**Run 1: signal wires by layer**

(6 px per µm)
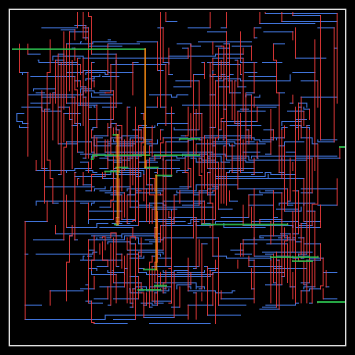
**Run 1: clock distribution**

(4 px per µm)
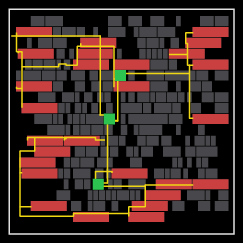
**Run 1: congestion heat map**

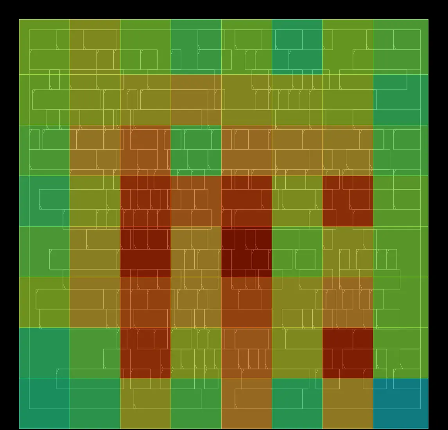
**Run 1: a small window of the routed layout**

Region (32, 4) to (52, 24) µm. Cells in gray, sequential cells in the stronger gray; small squares are vias.
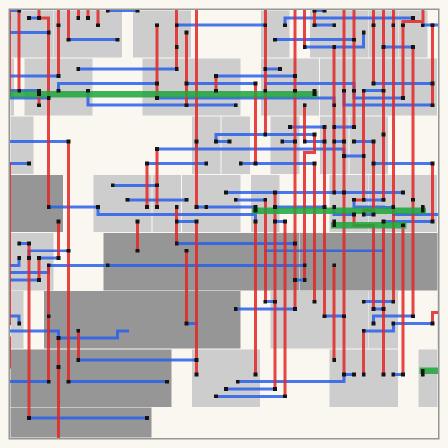
[config.mk]
export PLATFORM = sky130hd
export DESIGN_NAME = magnetron_sched
export DESIGN_NICKNAME = d
export VERILOG_FILES = /design/src/rtl/magnetron_sched.sv
export SDC_FILE = /design/constraint.sdc
export NUM_CORES = 1
export LEC_CHECK = 0
export CAP_MARGIN = 20
export CORE_MARGIN = 1
export CORE_UTILIZATION = 62
export DETAILED_ROUTE_END_ITERATION = 7
export MAX_ROUTING_LAYER = met4
export PLACE_DENSITY = 0.84
export SYNTH_ARGS = -nofsm -noshare
export SYNTH_HDL_FRONTEND = slang
export SYNTH_SLANG_ARGS = --single-unit
[constraint.sdc]
create_clock -name clock -period 6.8 [get_ports clock]
set_input_delay 1.36 -clock clock [delete_from_list [all_inputs] [get_ports clock]]
set_output_delay 1.36 -clock clock [all_outputs]
set_load 0.03 [all_outputs]
[src/rtl/magnetron_sched.sv]
// Magnetron/turntable/fan/lamp scheduler beside the cooking-control FSM.
// Power level becomes an on/off duty over a tick window; door interlock and fan overrun.
module magnetron_sched #(
    parameter int TICK_DIV    = 100,
    parameter int WINDOW      = 10,
    parameter int FAN_OVERRUN = 30
) (
    input  logic       clock,
    input  logic       reset,
    input  logic       run,
    input  logic       done_pulse,
    input  logic       porta,
    input  logic [2:0] power_lvl,
    output logic       magnetron,
    output logic       turntable,
    output logic       fan,
    output logic       lamp,
    output logic       busy,
    output logic       door_abort
);

    localparam int PW = $clog2(TICK_DIV + 1);
    localparam int SW = $clog2(WINDOW + 1);
    localparam int OW = (SW > 4) ? SW : 4;
    localparam int VW = $clog2(FAN_OVERRUN + 1);

    typedef enum logic [1:0] {
        IDLE,
        HEAT,
        HOLD,
        COOL
    } state_t;

    state_t        state, state_n;
    logic [PW-1:0] pcnt, pcnt_n, pcnt_adv;
    logic [OW-1:0] slot, slot_n;
    logic [OW-1:0] on_ticks, on_n, on_calc;
    logic [VW-1:0] ovr, ovr_n;
    logic [2:0]    lvl_c;
    logic          tick;
    logic          abort_n;
    logic          go_heat, go_cool, go_idle;

    always_comb begin
        lvl_c   = (power_lvl > 3'd4) ? 3'd4 : power_lvl;
        on_calc = OW'({1'b0, lvl_c, 1'b0}) + OW'(2);
        tick    = (pcnt == PW'(TICK_DIV - 1));
        pcnt_adv = tick ? '0 : pcnt + PW'(1);
    end

    always_comb begin
        state_n = state;
        pcnt_n  = pcnt;
        slot_n  = slot;
        on_n    = on_ticks;
        ovr_n   = ovr;
        abort_n = 1'b0;
        go_heat = 1'b0;
        go_cool = 1'b0;
        go_idle = 1'b0;

        unique case (state)
            IDLE: begin
                pcnt_n = '0;
                slot_n = '0;
                ovr_n  = '0;
                go_heat = run && !porta;
            end
            HEAT: begin
                if (porta) begin
                    state_n = HOLD;
                    abort_n = 1'b1;
                end else if (done_pulse || !run) begin
                    go_cool = 1'b1;
                end else begin
                    pcnt_n = pcnt_adv;
                    if (tick) begin
                        if (slot == OW'(WINDOW - 1)) begin
                            slot_n = '0;
                            on_n   = on_calc;
                        end else begin
                            slot_n = slot + OW'(1);
                        end
                    end
                end
            end
            HOLD: begin
                if (!run || done_pulse) go_cool = 1'b1;
                else if (!porta)        go_heat = 1'b1;
            end
            COOL: begin
                if (run && !porta && !done_pulse) begin
                    go_heat = 1'b1;
                end else begin
                    pcnt_n = pcnt_adv;
                    // Saturating countdown: a counter at 1 (or 0) ends the overrun.
                    if (tick) begin
                        if (ovr <= VW'(1)) go_idle = 1'b1;
                        else               ovr_n = ovr - VW'(1);
                    end
                end
            end
            default: go_idle = 1'b1;
        endcase

        if (go_heat) begin
            state_n = HEAT;
            pcnt_n  = '0;
            slot_n  = '0;
            on_n    = on_calc;
            ovr_n   = '0;
        end
        if (go_cool) begin
            state_n = COOL;
            pcnt_n  = '0;
            slot_n  = '0;
            ovr_n   = VW'(FAN_OVERRUN);
        end
        if (go_idle) begin
            state_n = IDLE;
            pcnt_n  = '0;
            slot_n  = '0;
            ovr_n   = '0;
        end
    end

    always_ff @(posedge clock or negedge reset) begin
        if (!reset) begin
            state    <= IDLE;
            pcnt     <= '0;
            slot     <= '0;
            on_ticks <= '0;
            ovr      <= '0;
        end else begin
            state    <= state_n;
            pcnt     <= pcnt_n;
            slot     <= slot_n;
            on_ticks <= on_n;
            ovr      <= ovr_n;
        end
    end

    // Outputs are decoded from the next state so they land one cycle after the input.
    always_ff @(posedge clock or negedge reset) begin
        if (!reset) begin
            magnetron  <= 1'b0;
            turntable  <= 1'b0;
            fan        <= 1'b0;
            lamp       <= 1'b0;
            busy       <= 1'b0;
            door_abort <= 1'b0;
        end else begin
            magnetron  <= (state_n == HEAT) && (slot_n < on_n);
            turntable  <= (state_n == HEAT);
            fan        <= (state_n != IDLE);
            lamp       <= (state_n == HEAT || state_n == HOLD) ? 1'b1 : porta;
            busy       <= (state_n != IDLE);
            door_abort <= abort_n;
        end
    end

endmodule

==> flow_summary.ini, run 1 <==
; flow metrics
[critical_path]
cpPeakStageDelay_ns = 0.62
path_depth = 10
crit_start = porta
start_kind = input pin
endpoint = magnetron
worstReg2RegStart = state[0]
crit_buf_inv = 1

[clock_network]
post_cts_buffers = 0
clk_latency_ns = 0.32
cts_tree = yes
clock_path_buffers = 2

[floorplanning]
rows = 19
ios = 14
chip_area_um2 = 3120

[power]
internal-power_uw = 402
pg_seq_uw = 241
p_sw_frac = 0.448
power_switching_uw = 326
p_seq_frac = 0.331
combPwrFrac = 0.575
p_leak_uw = 0.000870
comb_power_uw = 418

[synth]
yosys_area_um2 = 1800
yosysTopAreaCell = dfrtp_1
yosys_cells = 190
edf_count = 0
synth_nets = 213
ys_seq_elements = 27
syn_inst = 190
netlist_area_um2 = 1800
yosys_warnings = 0
synthArstFlopShare = 1.00

[sta]
drv_slew = 0
setup_viol = 0
period_used_share = 0.633
maxSlewHeadroom = 0.655
layout_setup_ws_ns = 2.50
setup_tns_ns = 0

[route]
drt_pass1_iterations = 4
wl_mm = 3.61
wl_met2_mm = 1.89

[place]
dp.cells = 231
place_area_um2 = 1950
gp_congestion = 0.914

[flow_run]
log.warning_count = 32

[finish]
final_cells = 235

[global_route]
antenna_found_initial = 0
grt_max_degree = 28

[status]
outcome = finished clean
-- 'signal wires by layer' (at the start) --
legend:
  met1:
    color: blue
    wire_length: 1580 µm
  met2:
    color: red
    wire_length: 1890 µm
  met4:
    color: orange
    wire_length: 50.3 µm
  met3:
    color: green
    wire_length: 90.6 µm
DR WL/cell: 15.4 µm
via count: 1458
Total GRT Usage: 0.263

-- 'clock distribution' (at the start) --
legend:
  cells driving clock nets:
    color: green
    count: 3
  flip-flops:
    color: red
    count: 27
  clock wires:
    color: yellow
    length: 311 µm
routed clock nets: 4
flops lie: spread over the die

-- 'congestion heat map' (at the start) --
GR Util met1: 0.319
met3 Resource Use GR: 0.0209
gr busiest metal: met2

-- 'a small window of the routed layout' (at the start) --
legend:
  met3:
    color: green
  met2:
    color: red
  met1:
    color: blue
most frequent: nand2_1 (6), dfrtp_1 (5), o21a_1 (3)
cells with their middle in the window: 31
netlist names of flops here include: `ovr` (3), `pcnt` (2)
sequential cells in the window: 5

## run 1: worst register-to-register path, cell delays in order (launching register included)
cell and delay, ns:
dfrtp_1 0.42, ha_1 0.42, nor4b_2 0.33, o2111ai_1 0.28, nor2_2 0.42, or2_1 0.27
nor2_1 0.10, ha_1 0.21, or4b_2 0.65, or3_1 0.32, o21ai_1 0.11
## run 1: synthesized netlist by cell type (2+ instances only)
| cell type | instances |
|---|---|
| a21o_1 | 2 |
| or2_1 | 2 |
| nor3_1 | 4 |
| o21ai_1 | 6 |
| o31ai_1 | 5 |
| ha_1 | 15 |
| nand2b_1 | 2 |
| a211o_1 | 2 |
| mux2i_1 | 3 |
| a21oi_1 | 5 |
| xor2_1 | 4 |
| dfrtp_1 | 27 |
| nor2_1 | 16 |
| nand3b_1 | 2 |
| o21ai_2 | 2 |
| o21a_1 | 6 |
| nand4_1 | 2 |
| nor2b_1 | 6 |
| nor4b_1 | 3 |
| inv_1 | 17 |
| o21ai_0 | 2 |
| buf_4 | 2 |
| nand2_1 | 18 |
| nand3_1 | 8 |
## run 1: worst min path at each step
stage	cells past startpoint	to	slack (ns)	start
5_1_grt	2	on_ticks[2]	0.52	on_ticks[2]
6_report	2	on_ticks[2]	0.50	on_ticks[2]
3_5_place_dp	2	on_ticks[2]	0.48	on_ticks[2]
3_3_place_gp	2	on_ticks[2]	0.47	on_ticks[2]
2_1_floorplan	2	on_ticks[2]	0.45	on_ticks[2]
4_1_cts	2	on_ticks[2]	0.51	on_ticks[2]
## run 1: layout make-up
| cell class | instances | area, µm² |
|---|---|---|
| Fill cell | 204 | 783 |
| Inverter | 17 | 63.8 |
| Multi-Input combinational cell | 142 | 1030 |
| Timing Repair Buffer | 14 | 138 |
| Tap cell | 31 | 38.8 |
| Sequential cell | 27 | 676 |
| Clock buffer | 4 | 26.3 |
==> inputs of run 2 (changes only) <==
- CORE_UTILIZATION: 62 -> 58
- PLACE_DENSITY: 0.84 -> 0.79
- clock period: 6.8 -> 4 ns (I/O delays scaled with it)
**Run 2: clock distribution**

(4 px per µm)
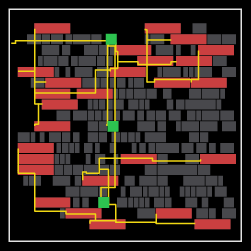
legend:
  flip-flops:
    color: red
    count: 27
  clock wires:
    color: yellow
    length: 340 µm
  cells driving clock nets:
    color: green
    count: 3
routed clock nets: 4

==> run 2 against run 1 <==
Compared with the run above: the flow now finishes with violations (design-rule violations); clock power rose by about 80%; worst setup slack got worse by 2.0 ns; sequential share of layout area fell by 0.45 points; hold slack better by 0.019 ns; count of clock-buffer cells in the layout fell by 1; die area grew 6.6%; register-to-register slack lost 2.7 ns; critical path depth is the same; critical path type is now flop to flop.
==> flow_summary.ini, run 2 <==
; flow metrics
[route]
vias = 1430
remaining_drc_errors = 2
wl_mm = 3.48

[place]
gp_congestion = 0.843

[synth]
edf_count = 0
yosysMostFrequentCell = dfrtp_1
yosys_cells = 190
synth_nets = 213
yosys_area_um2 = 1800
yosys_warnings = 0

[sta]
period_used_share = 0.878
setup_viol = 0
layout_setup_ws_ns = 0.488

[worst_hold_path]
whs_path_depth = 1
hold_path_end = pcnt[0]

[critical_path]
cpPeakStageDelay_ns = 0.65
worstReg2RegStart = state[0]
start_kind = flop

[global_route]
grt_max_degree = 28
antenna_found_initial = 0
grt_util_all_layers = 0.240

[power]
p_leak_uw = 0.000883

[status]
violations = design-rule violations
outcome = finished with violations

[clock_network]
clk_latency_ns = 0.34
clock_path_buffers = 2
cts_tree = yes
post_cts_buffers = 0

[finish]
final_cells = 238
-- run 2: worst reg2reg max path, stage by stage, from the launching register on --
cell       delay (ns)
dfrtp_1          0.44
ha_1             0.39
nor4b_2          0.33
o2111ai_1        0.26
nor2_2           0.40
or2_1            0.25
nor2_1           0.10
ha_1             0.21
or4b_2           0.65
or3_1            0.31
o21ai_1          0.11
-- run 2: power breakdown --
group	total [µW]	internal, µW	switching, µW
clock	124	38.4	85.4
sequential	410	351	58.6
combinational	703	296	407
total	1240	685	551
-- run 2: cell families (layout without fill, tap and decap cells) --
| family | count (synthesis) | after routing |
|---|---|---|
| DFF | 27 | 27 |
| buffers and inverters | 21 | 38 |
| adders and majority gates | 15 | 15 |
| xor gates and xnor gates | 4 | 4 |
| and+or+nand+nor | 73 | 73 |
| AOI/OAI and AO/OA | 47 | 47 |
| muxes | 3 | 3 |
-- run 2: layout make-up --
type,count,area [µm²],share of cell area
Multi-Input combinational cell,142,1030,0.516
Inverter,17,63.8,0.0319
Clock inverter,1,7.51,0.00375
Clock buffer,3,22.5,0.0113
Tap cell,31,38.8,0.0194
Timing Repair Buffer,17,160,0.0801
Sequential cell,27,676,0.338
-- run 2: worst max-delay path by stage --
stage | cells past startpoint | end | from | slack [ns]
after floorplan | 9 | magnetron | done_pulse | 0.81
after global placement | 10 | magnetron | porta | 0.22
after detailed placement | 10 | magnetron | porta | 0.21
after CTS | 10 | magnetron | state[0] | 0.46
after global routing | 10 | magnetron | state[0] | 0.23
final | 10 | magnetron | state[0] | 0.49
-- run 2: routing by layer --
metal / up-vias / GRT usage
met1: 667 / 0.322
met3: 9 / 0.0268
li1: 711 / -
met5: - / -
met2: 43 / 0.367
met4: 0 / 0.111
**Run 2: signal wires by layer**

(6 px per µm)
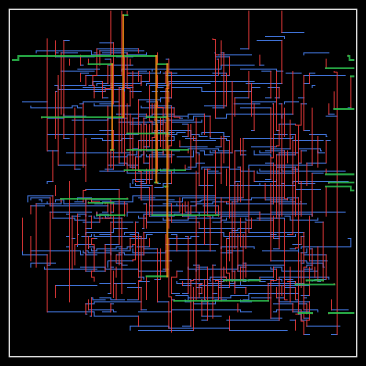

==> inputs of run 3 (changes only) <==
- PLACE_DENSITY: 0.79 -> 0.8
**Run 3: signal wires by layer**

(6 px per µm)
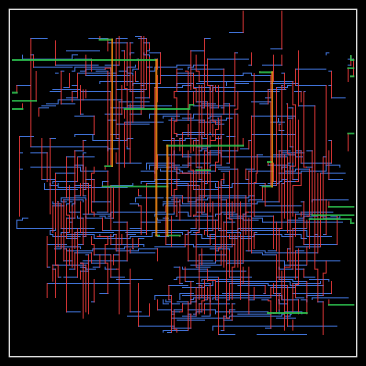
legend:
  met1:
    color: blue
    wire_length: 1650 µm
  met3:
    color: green
    wire_length: 111 µm
  met2:
    color: red
    wire_length: 1800 µm
  met4:
    color: orange
    wire_length: 84.3 µm

==> run 3 against run 2 <==
Compared with the run above: the flow still finishes with violations (design-rule violations); critical path type unchanged; highest routed layer unchanged; sequential power about the same; maximum frequency down 0.79%; clock skew up 0.00076 ns; count of clock-buffer cells in the layout unchanged; critical path depth unchanged; largest cell class unchanged; non-clock buffer count down 1; synthesized area unchanged; sequential share of layout area up 0.13 points.
==> flow_summary.ini, run 3 <==
; flow metrics
[clock_network]
cts_tree = yes
clock-root-buffer = clkbuf_4
clock_path_buffers = 2
clk_latency_ns = 0.33
post_cts_buffers = 0
cts_resized = 0

[synth]
synth_nets = 213
edf_count = 0
top_cell_area_share = 0.376
yosys_area_um2 = 1800
yosysMostFrequentCell = dfrtp_1
yosys_cells = 190

[worst_hold_path]
whs_path_depth = 2

[route]
avgRoutedWirePerCell_um = 15.4
remaining_drc_errors = 2
wl_mm = 3.64
drt_iter0_drc = 82
vias = 1462

[sta]
layout_setup_ws_ns = 0.460
setup_tns_ns = 0
period_used_share = 0.885
setup_viol = 0

[power]
p_clk_frac = 0.097
p_sw_frac = 0.451
power_switching_uw = 563
internal-power_uw = 686
p_seq_frac = 0.330
combPwrFrac = 0.573
p_leak_uw = 0.000879

[global_route]
grt_max_degree = 28
grt_overflow = 0
antenna_found_initial = 0
grt_pass1_vias = 1408

[place]
port_buffers = 13
gp_congestion = 0.893

[floorplanning]
rows = 19

[finish]
fin_util = 0.699
final_cells = 237
most-common-layout-cells = dfrtp_1, nand2_1, inv_1

[critical_path]
endpoint = magnetron
start_kind = flop
worstReg2RegEnd = magnetron
worstPathCellList = ha_1 > nor4b_2 > o2111ai_1 > nor2_2 > or2_1 > nor2_1 > ha_1 > or4b_2 > or3_1 > o21ai_1
cpPeakStageDelay_ns = 0.65
worstReg2RegStart = state[0]
crit_top_cell = ha_1
crit_start = state[0]

[status]
violations = design-rule violations
outcome = finished with violations
[run 3: final cells by class]
cell class,count,area [µm²],area share
inverters,17,63.8,0.0320
flip-flops and latches,27,676,0.339
repair buffers,16,153,0.0766
clock inverters,1,7.51,0.00377
clock buffers,3,22.5,0.0113
well taps,31,38.8,0.0195
multi-input cells,142,1030,0.518
[run 3: critical path: cells and delay by family, from the launching register on]
family	cells	cell delay, ns
flip-flops	1	0.44
AND-OR/OR-AND	2	0.36
AND/OR/NAND/NOR	6	2.05
adder cells (fa/ha/maj)	2	0.62
[run 3: kinds of logic after synthesis]
family | count (synthesis) | synth area share
and+or+nand+nor | 73 | 0.220
adders and majority gates | 15 | 0.105
buffers and inverters | 21 | 0.0488
AOI/OAI and AO/OA | 47 | 0.214
muxes | 3 | 0.0167
xor gates and xnor gates | 4 | 0.0195
DFF | 27 | 0.376
[run 3: routing by layer]
metal  share of wire  track usage  routed length, µm  vias up
met5               0            -                  0        -
met4           0.023        0.122                 84        0
met3           0.030       0.0446                110       10
met2            0.49        0.402               1800       26
met1            0.45        0.319               1650      715
li1                -            -                  -      711
[run 3: worst min-delay path by stage]
stage,slack (ns),start,endpoint
2_1_floorplan,0.45,on_ticks[2],on_ticks[2]
3_3_place_gp,0.48,on_ticks[3],on_ticks[3]
3_5_place_dp,0.48,on_ticks[0],on_ticks[0]
4_1_cts,0.50,on_ticks[0],on_ticks[0]
5_1_grt,0.56,on_ticks[3],on_ticks[3]
6_report,0.50,on_ticks[0],on_ticks[0]
[run 3: power groups by stage]
stage          sequential (µW)  clock (µW)  combinational (µW)
4_1_cts                    411         126                 716
5_1_grt                    421         137                 798
2_1_floorplan              435           0                 527
3_5_place_dp               416           0                 712
3_3_place_gp               411           0                 674
6_report                   412         122                 716
Power and IR drop assume default switching activity.
